met2.png
Cells faint in the background.
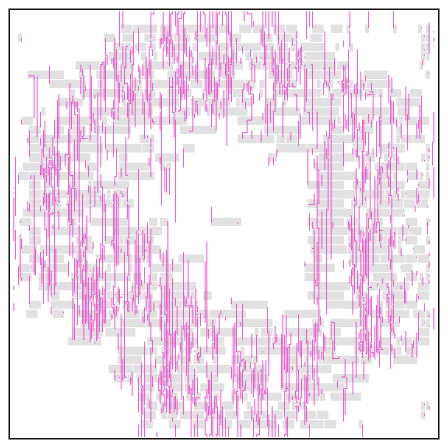
port_nets.png
Bar = 50 µm.
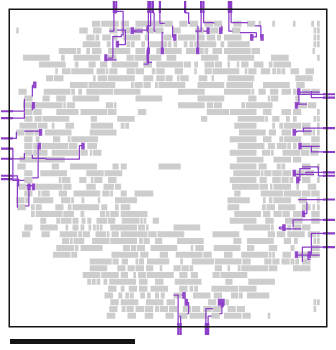
registers.png
Other sequential cells in the stronger gray, the rest of the logic in the fainter gray.
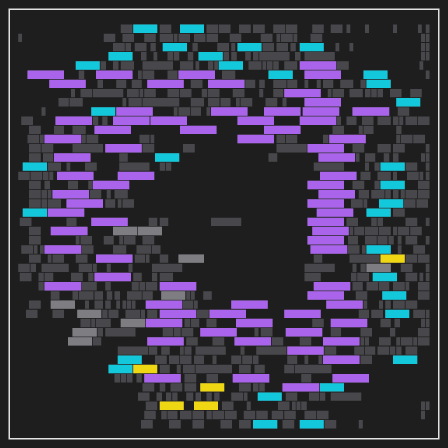
final_congestion.png
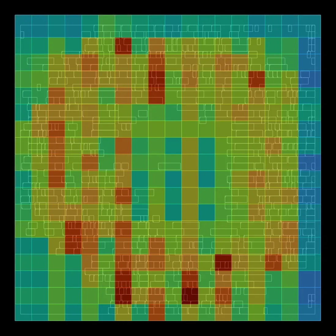
### src/rtl/rv_wb_pkg.sv
// Shared types and widths for the register-file write-back arbiter.
package rv_wb_pkg;

  localparam int unsigned XLEN       = 32;
  localparam int unsigned REG_ADDR_W = 5;
  localparam int unsigned NUM_REGS   = 32;

  typedef struct packed {
    logic [REG_ADDR_W-1:0] rd;
    logic [XLEN-1:0]       data;
  } wb_entry_t;

  typedef enum logic [1:0] {
    SRC_NONE,
    SRC_ALU,
    SRC_FIFO,
    SRC_BYPASS
  } src_e;

endpackage

### src/rtl/wb_ll_fifo.sv
// Synchronous FIFO of pending long-latency write-back entries.
// DEPTH must be a power of two so the pointers wrap naturally.
module wb_ll_fifo
  import rv_wb_pkg::*;
#(
  parameter int unsigned DEPTH = 2
) (
  input  logic                   clk,
  input  logic                   rst,
  input  logic                   push,
  input  logic                   pop,
  input  wb_entry_t              din,
  output logic                   full,
  output logic                   empty,
  output wb_entry_t              head,
  output logic [$clog2(DEPTH):0] level
);

  localparam int unsigned PW = $clog2(DEPTH);
  localparam int unsigned CW = PW + 1;

  wb_entry_t       mem [DEPTH];
  logic [PW-1:0]   wr_ptr;
  logic [PW-1:0]   rd_ptr;
  logic [CW-1:0]   count;
  logic            push_ok;
  logic            pop_ok;

  assign full    = (count == CW'(DEPTH));
  assign empty   = (count == '0);
  assign push_ok = push && !full;
  assign pop_ok  = pop && !empty;
  assign head    = mem[rd_ptr];
  assign level   = count;

  always_ff @(posedge clk) begin
    if (rst) begin
      wr_ptr <= '0;
      rd_ptr <= '0;
      count  <= '0;
    end else begin
      if (push_ok) wr_ptr <= wr_ptr + PW'(1);
      if (pop_ok)  rd_ptr <= rd_ptr + PW'(1);
      count <= count + CW'(push_ok) - CW'(pop_ok);
    end
  end

  // Storage needs no reset; occupancy alone decides validity.
  always_ff @(posedge clk) begin
    if (push_ok && !rst) mem[wr_ptr] <= din;
  end

endmodule

### src/rtl/wb_arbiter.sv
// Merges ALU and long-latency results onto the single register-file write port.
// Optional busy-register scoreboard enabled by defining SCOREBOARD_EN.
module wb_arbiter
  import rv_wb_pkg::*;
#(
  parameter int unsigned LL_DEPTH     = 2,
  parameter int unsigned STARVE_LIMIT = 4
) (
  input  logic                  clk,
  input  logic                  rst,
  input  logic                  alu_valid,
  input  logic [REG_ADDR_W-1:0] alu_rd,
  input  logic [XLEN-1:0]       alu_data,
  input  logic                  ll_valid,
  output logic                  ll_ready,
  input  logic [REG_ADDR_W-1:0] ll_rd,
  input  logic [XLEN-1:0]       ll_data,
  output logic                  stall_req,
  output logic                  wb_we,
  output logic [REG_ADDR_W-1:0] wb_rd,
  output logic [XLEN-1:0]       wb_data,
  input  logic                  issue_valid,
  input  logic [REG_ADDR_W-1:0] issue_rd,
  output logic [NUM_REGS-1:0]   busy_mask
);

  localparam int unsigned LW = $clog2(LL_DEPTH) + 1;
  localparam int unsigned SW = $clog2(STARVE_LIMIT + 1);

  src_e            sel;
  wb_entry_t       sel_entry;
  wb_entry_t       head;
  wb_entry_t       ll_entry;
  logic            full;
  logic            empty;
  logic            push;
  logic            pop;
  logic            do_write;
  logic [LW-1:0]   level;
  logic [LW-1:0]   level_next;
  logic [SW-1:0]   starve_cnt;
  logic [SW-1:0]   starve_next;

  assign ll_entry.rd   = ll_rd;
  assign ll_entry.data = ll_data;

  wb_ll_fifo #(.DEPTH(LL_DEPTH)) u_fifo (
    .clk   (clk),
    .rst   (rst),
    .push  (push),
    .pop   (pop),
    .din   (ll_entry),
    .full  (full),
    .empty (empty),
    .head  (head),
    .level (level)
  );

  // Fixed priority: ALU, queued head, empty-queue bypass.
  always_comb begin
    sel       = SRC_NONE;
    sel_entry = '0;
    if (alu_valid) begin
      sel            = SRC_ALU;
      sel_entry.rd   = alu_rd;
      sel_entry.data = alu_data;
    end else if (!empty) begin
      sel       = SRC_FIFO;
      sel_entry = head;
    end else if (ll_valid) begin
      sel       = SRC_BYPASS;
      sel_entry = ll_entry;
    end
  end

  assign ll_ready   = !full;
  assign pop        = (sel == SRC_FIFO);
  assign push       = ll_valid && ll_ready && (sel != SRC_BYPASS);
  assign level_next = level + LW'(push) - LW'(pop);
  assign do_write   = (sel != SRC_NONE) && (sel_entry.rd != '0);

  // Counts consecutive losses of a waiting head to the ALU.
  always_comb begin
    starve_next = starve_cnt;
    if (empty || pop) begin
      starve_next = '0;
    end else if ((sel == SRC_ALU) && (starve_cnt != SW'(STARVE_LIMIT))) begin
      starve_next = starve_cnt + SW'(1);
    end
  end

  always_ff @(posedge clk) begin
    if (rst) begin
      starve_cnt <= '0;
      stall_req  <= 1'b0;
      wb_we      <= 1'b0;
      wb_rd      <= '0;
      wb_data    <= '0;
    end else begin
      starve_cnt <= starve_next;
      stall_req  <= (starve_next == SW'(STARVE_LIMIT)) || (level_next == LW'(LL_DEPTH));
      wb_we      <= do_write;
      if (do_write) begin
        wb_rd   <= sel_entry.rd;
        wb_data <= sel_entry.data;
      end
    end
  end

`ifdef SCOREBOARD_EN
  logic [NUM_REGS-1:0] busy_q;
  logic [NUM_REGS-1:0] set_mask;
  logic [NUM_REGS-1:0] clr_mask;

  // A new issue to the same register outranks the retirement of the old one.
  always_comb begin
    set_mask = '0;
    clr_mask = '0;
    if ((sel == SRC_FIFO) || (sel == SRC_BYPASS)) clr_mask[sel_entry.rd] = 1'b1;
    if (issue_valid && (issue_rd != '0))          set_mask[issue_rd]     = 1'b1;
  end

  always_ff @(posedge clk) begin
    if (rst) busy_q <= '0;
    else     busy_q <= (busy_q & ~clr_mask) | set_mask;
  end

  assign busy_mask = busy_q;
`else
  logic unused_issue;
  assign unused_issue = ^{issue_valid, issue_rd};
  assign busy_mask    = '0;
`endif

endmodule

### config.mk
export PLATFORM = sky130hd
export DESIGN_NAME = wb_arbiter
export DESIGN_NICKNAME = d
export VERILOG_FILES = /design/src/rtl/rv_wb_pkg.sv /design/src/rtl/wb_ll_fifo.sv /design/src/rtl/wb_arbiter.sv
export SDC_FILE = /design/constraint.sdc
export NUM_CORES = 1
export LEC_CHECK = 0
export CORE_MARGIN = 2
export CORE_UTILIZATION = 40
export DETAILED_ROUTE_END_ITERATION = 8
export PLACE_DENSITY = 0.76
export SLEW_MARGIN = 20
export SYNTH_ARGS = -nofsm -noshare
export SYNTH_HDL_FRONTEND = slang
export SYNTH_SLANG_ARGS = --single-unit
### constraint.sdc
create_clock -name clk -period 15.6 [get_ports clk]
set_clock_uncertainty 0.1 [all_clocks]
set_input_delay 3.12 -clock clk [delete_from_list [all_inputs] [get_ports clk]]
set_output_delay 3.12 -clock clk [all_outputs]
set_load 0.005 [all_outputs]
==> results.toml <==
# implementation run metrics
[worst_setup_path]
crit_type = "input pin to register"
crit_path_start_kind = "input pin"
max_stage_delay_ps = 630
crit_end = "wb_data[9]$_SDFFE_PP0P_"
cp_top_family = "buffers and inverters"
r2r-end = "wb_data[9]$_SDFFE_PP0P_"
ff2ff_path_depth = 7
cp.buffers_inverters = 3
cp_cell_sequence = "buf_2, buf_4, or2b_2, nor4_1, o22a_2, buf_4, a221o_1, a21oi_2"
timing.rr.start = "u_fifo.level[1]$_SDFF_PP0_"

[placed_design]
gp_congestion = 0.717
dp_slack_ps = 9410
place_inst = 770
placed_cell_area_um2 = 6880
hpwlAfterDp_mm = 8.27
numPortBuffers = 117

[yosys]
ys_sh_adder_pct = 1.04
top_cell_area_share_pct = 37.0
yosys.area.top_type = "edfxtp_1"
synth-warning-count = 0
ys_ff = 121
synthDistinctLibCells = 43
yosysSeqAreaShare_pct = 52.6
ys_sh_mux_pct = 7.54
topCellsByArea = "edfxtp_1 37%, dfxtp_1 16%, mux2i_1 7.2%, a311oi_1 4.7%, clkbuf_8 4.6%"
syn_area_um2 = 6010
ys_sh_aoi_pct = 15.8

[final_layout]
nNonClkBuffers = 126
final_cells = 802
antenna_cells = 0
clk_share_pct = 7.96
final_cell_mix = "114 x clkdlybuf4s50_1, 74 x edfxtp_1, 46 x dfxtp_1"
fin_util_pct = 51.2
largest_class = "registers"
area_delta_synth_final_pct = 24.3
fin_area_um2 = 7470
combGateArea_um2 = 2120
nFillCells = 1268
final_common_cell = "clkdlybuf4s50_1"
seq_share_pct = 42.4
fin_nets = 694

[pwr]
pwr-share-seq_pct = 36.0
p_comb_mw = 0.323
peakVddDrop_uv = 84.9
clock_power_share_pct = 35.0
p_clk_mw = 0.390
seq_power_mw = 0.402
p_leak_nw = 2.70
powerDensity_nw_per_um2 = 149
p_comb_share_pct = 28.9
power_leader = "registers"
internal-power_mw = 0.786

[final_timing]
fin_crit_sh_pct = 37.1
setup_violations = 0
hold_viol = 0
drv_slew = 0
worst_pin_slew_ps = 1100
fin_ws_ps = 9820
timing.hold.ws_ps = 359

[clock_tree]
cts_tree = "done"
clock_path_buffers = 2
h-tree-depth = 4
cts_sinks = 121
insertion_delay_ps = 420

[floorplan]
fp_util_pct = 41.2
rows = 44
core-area_um2 = 14600
die_width_um = 127

[drt]
routed_wl_mm = 13.0
wl_per_cell_um = 16.2
dr.pass1.iters = 4
drc = 0
vias = 4233
vias_per_cell = 5.28
drtIter0Drc = 248

[hold_path]
min_path_cells = 2
min-delay-start = "wb_data[3]$_SDFFE_PP0P_"
whs_endpoint = "wb_data[3]$_SDFFE_PP0P_"

[global_route]
grt_antenna_before_repair = 0
grt.overflow.total = 0
first_global_vias = 4372

[run_status]
outcome = "completed"
## Picture notes: met2.png
nets with wire on the layer = 578
wire length on this layer = 6400 µm

## Picture notes: port_nets.png
alu_data -> purple  # bits 32, direction input, end cells 32, buffers 32, wire 593 µm

## Picture notes: registers.png
u_fifo.mem -> purple  # flops 74
wb_data -> cyan  # flops 32, where spread over the die
wb_rd -> yellow  # flops 5, where bottom middle

## Picture notes: final_congestion.png
met2 Use GR: 28.1%
M3 GR Usage: 5.40%

[worst min-delay path, cell delays in order, from the launching register on]
cell and delay, ps:
dfxtp_1 300, nand3_1 60, a21oi_1 50
[state kept, by name, indices dropped and copies added (netlist names), named ones only]
register	flops
u_fifo.level	2
stall_req	1
u_fifo.rd_ptr	1
u_fifo.mem	74
wb_rd	5
wb_data	32
u_fifo.wr_ptr	1
wb_we	1
starve_cnt	3
[metal layers]
layer / wire length [µm] / global-route usage (%) / up-vias / share of wire [%]
li1: - / - / 2021 / -
met1: 5600 / 19.8 / 2039 / 43
met2: 6400 / 28.1 / 146 / 49
met3: 728 / 5.40 / 27 / 5.6
met4: 285 / 7.30 / 0 / 2.2
met5: 0 / 0 / - / 0
Power is estimated from default activity; no workload was simulated.
